==> images/placement_by_type.png <==
The bar under the picture is 20 um long.
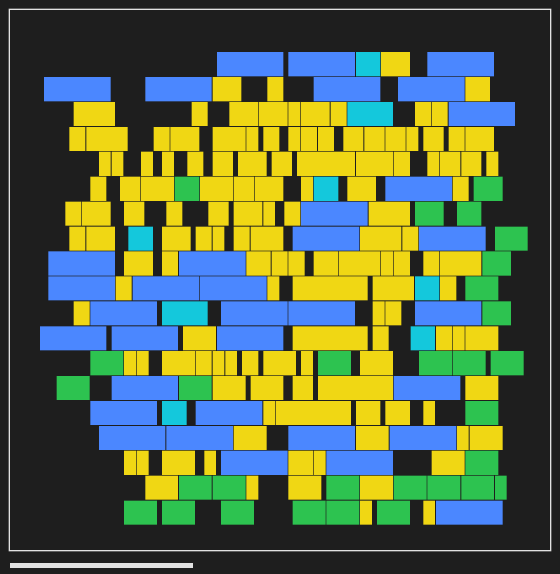
==> images/sizes.png <==
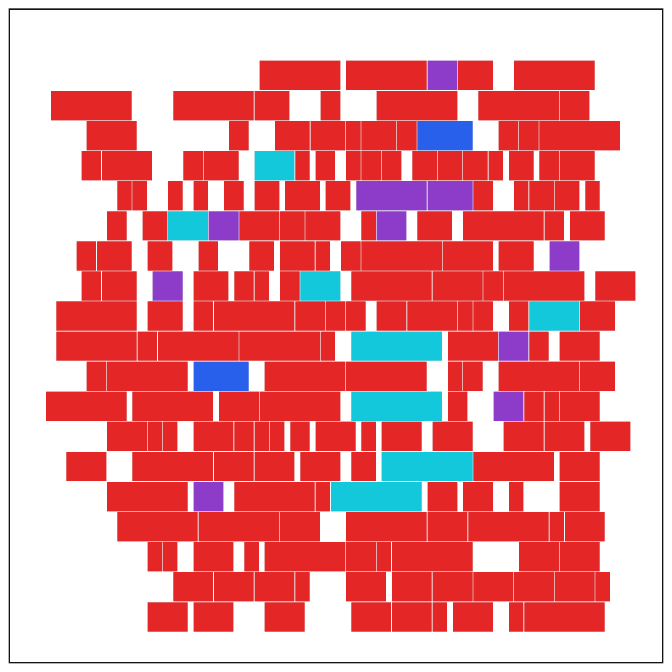
==> images/layer_met1.png <==
Supply wires on this layer in grey.
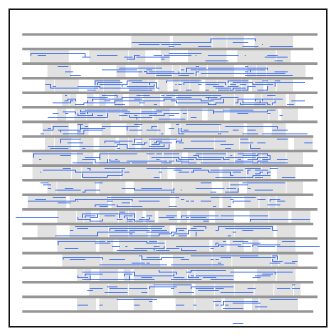
==> images/clk_routes.png <==
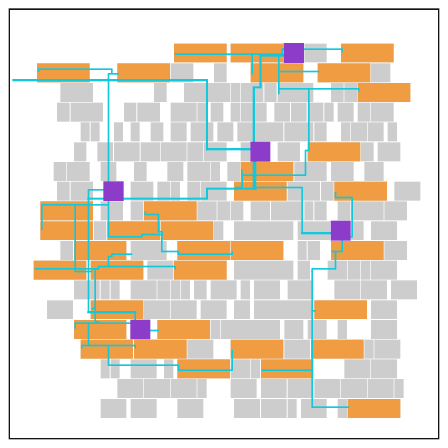
### config.mk
export PLATFORM = sky130hd
export DESIGN_NAME = seg_scan
export DESIGN_NICKNAME = d
export VERILOG_FILES = /design/src/rtl/disp_pkg.sv /design/src/rtl/lz_mask.sv /design/src/rtl/seg_scan.sv
export SDC_FILE = /design/constraint.sdc
export NUM_CORES = 1
export LEC_CHECK = 0
export CAP_MARGIN = 0
export CORE_MARGIN = 2
export CORE_UTILIZATION = 56
export DETAILED_ROUTE_END_ITERATION = 10
export PLACE_DENSITY_LB_ADDON = 0.3
export RECOVER_POWER = 25
export SLEW_MARGIN = 20
export SYNTH_ARGS = -nofsm -noshare
export SYNTH_HDL_FRONTEND = slang
export SYNTH_SLANG_ARGS = --single-unit
### constraint.sdc
create_clock -name CLK -period 2.8 [get_ports CLK]
set_clock_uncertainty 0.15 [all_clocks]
set_input_delay 0.28 -clock CLK [delete_from_list [all_inputs] [get_ports CLK]]
set_output_delay 0.28 -clock CLK [all_outputs]
set_load 0.02 [all_outputs]
### src/rtl/disp_pkg.sv
// Shared definitions for the 7-segment display scanner.
// Contents:
//   ST_GAP / ST_SHOW  - state encoding of the scan FSM
//   scan_state_t      - enum built on that encoding
//   DEF_DIV           - per-digit lit time for a 50 MHz board clock (1 kHz slot rate)
//   DEF_GAP_CYC       - default all-off dead time between digits
package disp_pkg;

    localparam logic ST_GAP  = 1'b0;
    localparam logic ST_SHOW = 1'b1;

    typedef enum logic {
        S_GAP  = ST_GAP,
        S_SHOW = ST_SHOW
    } scan_state_t;

    localparam int unsigned BOARD_CLK_HZ = 32'd50_000_000;
    localparam int unsigned SLOT_HZ      = 32'd1_000;
    localparam int unsigned DEF_DIV      = BOARD_CLK_HZ / SLOT_HZ;
    localparam int unsigned DEF_GAP_CYC  = 32'd2;

endpackage

### src/rtl/lz_mask.sv
// Leading-zero blanking mask for the display scanner.
// Ports:
//   shadow   [4*DIGITS-1:0] in  - latched display word, nibble 0 is rightmost
//   blank_lz                in  - enable leading-zero blanking
//   blank    [DIGITS-1:0]   out - bit i set when digit i must stay dark
// Digit i (i >= 1) is blanked when it and every digit to its left are zero.
// Digit 0 is never blanked so a zero value still shows a single "0".
module lz_mask
    import disp_pkg::*;
#(
    parameter int DIGITS = 4
) (
    input  logic [4*DIGITS-1:0] shadow,
    input  logic                blank_lz,
    output logic [DIGITS-1:0]   blank
);

    logic zero_above_s;

    // Walk from the leftmost digit downwards, accumulating "everything so far is zero".
    always_comb begin
        blank        = {DIGITS{1'b0}};
        zero_above_s = blank_lz;
        for (int i = DIGITS - 1; i >= 1; i--) begin
            zero_above_s = zero_above_s & (shadow[4*i +: 4] == 4'h0);
            blank[i]     = zero_above_s;
        end
    end

endmodule

### src/rtl/seg_scan.sv
// Time-multiplexed scanner for a common-anode multi-digit 7-segment display.
// Ports:
//   CLK       in  - system clock
//   RST_N     in  - synchronous active-low reset
//   LOAD      in  - capture DATA into the shadow register at this edge
//   DATA      in  - display word, nibble 0 (bits 3:0) is the rightmost digit
//   BLANK_LZ  in  - blank leading-zero digits
//   NIBBLE    out - hex value of the currently selected digit, to the decoder
//   DIGIT_EN  out - active-low digit enables, at most one bit low
// Each digit gets a slot of GAP_CYC all-off cycles followed by DIV lit cycles.
// Blanked digits keep their slot so frame timing never depends on the data.
module seg_scan
    import disp_pkg::*;
#(
    parameter int DIGITS  = 4,
    parameter int DIV     = DEF_DIV,
    parameter int GAP_CYC = DEF_GAP_CYC
) (
    input  logic                CLK,
    input  logic                RST_N,
    input  logic                LOAD,
    input  logic [4*DIGITS-1:0] DATA,
    input  logic                BLANK_LZ,
    output logic [3:0]          NIBBLE,
    output logic [DIGITS-1:0]   DIGIT_EN
);

    localparam int IW   = (DIGITS > 1) ? $clog2(DIGITS) : 1;
    localparam int CMAX = (DIV > GAP_CYC) ? DIV : GAP_CYC;
    localparam int CW   = $clog2(CMAX);

    localparam logic [CW-1:0] GAP_LAST = CW'(GAP_CYC - 1);
    localparam logic [CW-1:0] DIV_LAST = CW'(DIV - 1);
    localparam logic [IW-1:0] IDX_LAST = IW'(DIGITS - 1);

    scan_state_t         state_r;
    scan_state_t         state_nxt_s;
    logic [CW-1:0]       cnt_r;
    logic [CW-1:0]       cnt_nxt_s;
    logic [IW-1:0]       idx_r;
    logic [IW-1:0]       idx_nxt_s;
    logic [4*DIGITS-1:0] shadow_r;
    logic [DIGITS-1:0]   blank_s;

    // Shadow register: CPU word, cleared by reset, recaptured on every LOAD edge.
    always_ff @(posedge CLK) begin
        if (!RST_N) begin
            shadow_r <= {(4*DIGITS){1'b0}};
        end else if (LOAD) begin
            shadow_r <= DATA;
        end else begin
            shadow_r <= shadow_r;
        end
    end

    // Scan FSM state, slot counter and digit index registers.
    always_ff @(posedge CLK) begin
        if (!RST_N) begin
            state_r <= S_GAP;
            cnt_r   <= {CW{1'b0}};
            idx_r   <= {IW{1'b0}};
        end else begin
            state_r <= state_nxt_s;
            cnt_r   <= cnt_nxt_s;
            idx_r   <= idx_nxt_s;
        end
    end

    // Next-state logic: GAP for GAP_CYC cycles, SHOW for DIV cycles, then advance digit.
    always_comb begin
        state_nxt_s = state_r;
        cnt_nxt_s   = cnt_r + CW'(1);
        idx_nxt_s   = idx_r;
        case (state_r)
            S_GAP: begin
                if (cnt_r == GAP_LAST) begin
                    state_nxt_s = S_SHOW;
                    cnt_nxt_s   = {CW{1'b0}};
                end else begin
                    state_nxt_s = S_GAP;
                end
            end
            S_SHOW: begin
                if (cnt_r == DIV_LAST) begin
                    state_nxt_s = S_GAP;
                    cnt_nxt_s   = {CW{1'b0}};
                    idx_nxt_s   = (idx_r == IDX_LAST) ? {IW{1'b0}} : idx_r + IW'(1);
                end else begin
                    state_nxt_s = S_SHOW;
                end
            end
            default: begin
                state_nxt_s = S_GAP;
                cnt_nxt_s   = {CW{1'b0}};
                idx_nxt_s   = {IW{1'b0}};
            end
        endcase
    end

    lz_mask #(
        .DIGITS(DIGITS)
    ) u_lz_mask (
        .shadow  (shadow_r),
        .blank_lz(BLANK_LZ),
        .blank   (blank_s)
    );

    // Output decode: nibble follows idx in both states; a digit lights only in SHOW when not blanked.
    always_comb begin
        NIBBLE   = 4'(shadow_r >> {idx_r, 2'b00});
        DIGIT_EN = {DIGITS{1'b1}};
        if ((state_r == S_SHOW) && !blank_s[idx_r]) begin
            DIGIT_EN[idx_r] = 1'b0;
        end else begin
            DIGIT_EN = {DIGITS{1'b1}};
        end
    end

endmodule
==> results.ini <==
[layout]
most-common-layout-cells = sky130_fd_sc_hd__dfxtp_1, sky130_fd_sc_hd__clkdlybuf4s50_1, sky130_fd_sc_hd__nor2_1, sky130_fd_sc_hd__nor3_1, sky130_fd_sc_hd__mux2i_1

[job]
cap_violations = 0

[critical_path]
setup.worst_path.end = DIGIT_EN[0]
crit_type = register to primary output
timing.critical_path.buf_inv = 1
critical_path_peak_fanout = 4
cp_data_arrival_time_ps = 2150

[floorplan]
chip_area_mm2 = 0.00348
floorplan.io_pins = 28

[yosys]
mux_share_pct = 14.8
synth.net_count = 203
yosysTopAreaCell = sky130_fd_sc_hd__dfxtp_1
edf_count = 0
topCellsByArea = sky130_fd_sc_hd__dfxtp_1, sky130_fd_sc_hd__mux2i_1, sky130_fd_sc_hd__nor3_1
top_cell = sky130_fd_sc_hd__dfxtp_1
mappedNetlistArea_mm2 = 0.00169

[global_route]
grt.overflow.total = 0
grt_util_met3_pct = 6.81
antenna_found_initial = 0

[cts]
cts_max_path_buffers = 2
post-cts-setup-buffers = 0
tritoncts = done

[sta]
maxClockFrequency_ghz = 0.387
timing.final.hold_violations = 0
final.min_clock_period_ps = 2580

[drt]
drcViolationCount = 5
routedLengthMet1_um = 1660
wl_met2_um = 1740
met3RoutedLength_um = 223

[placement]
io_buffer_count = 27
dpl.hpwl_um = 2730

[outcome]
violations_in_the_final_reports = DRC
run_status = finished, violations left

[hold_path]
hold_path_end = shadow_r[2]

-- placement_by_type.png (at the start) --
Green is other buffers and delay cells, cells 30. Blue is flops, cells 35. Cyan is clock drivers and dummy loads, cells 8. Yellow is combinational and other logic, cells 134.
sequential cell area share: 34.1%
site row count: 19
placeable core area: 0.00281 mm2
final standard cell area without fillers: 0.00206 mm2

-- sizes.png (at the start) --
Cyan is _2 cells, cells 8, share 3.9%. Purple is _3 and _4 cells, cells 10, share 4.8%. Blue is _6 and larger, cells 2, share 0.97%. Red is _0 and _1 cells, cells 187, share 90%.
post-route worst setup slack: 216 ps
Non-clock buffers: 30
Area Growth Syn to Fin: 21.5%

-- layer_met1.png (at the start) --
The layer holds 46% of the routed length. The wires run mostly horizontal.
Final Routed Wirelength: 3660 um
routed via count: 1428

-- clk_routes.png (at the start) --
Cyan is clock wires, length 431 um. Purple is clock drivers, count 5. Orange is flip-flops, count 35.
There are 6 routed clock nets.
Clock net power: 322 uW
clk latency late pin: 350 ps

-- through the flow --
stage	hold slack, ps	util, %	power, uW	setup slack, ps
after floorplan	277	-	634	894
after global placement	339	71.0	688	444
after detailed placement	337	71.0	697	369
after CTS	371	73.4	1010	196
after global routing	412	73.3	1040	109
final	374	73.3	1010	216
-- area by class of cell --
class                   count  area share, %
clock buffers               7           3.16
clock inverters             1          0.365
well taps                  31           1.89
inverters                   8           1.46
multi-input cells         126           45.2
repair buffers             30           13.8
flip-flops and latches     35           34.1
-- worst register-to-register path: cells and delay by family (launching register included) --
kind                   cells  cell delay (ps)
and+or+nand+nor            4             1260
buffers and inverters      1              270
DFF                        1              370
-- sequential cells by signal, indices dropped and copies added, names as in the netlist --
signal,count
shadow_r,16
state_r,1
idx_r,2
cnt_r,16
Power is estimated from default activity; no workload was simulated.
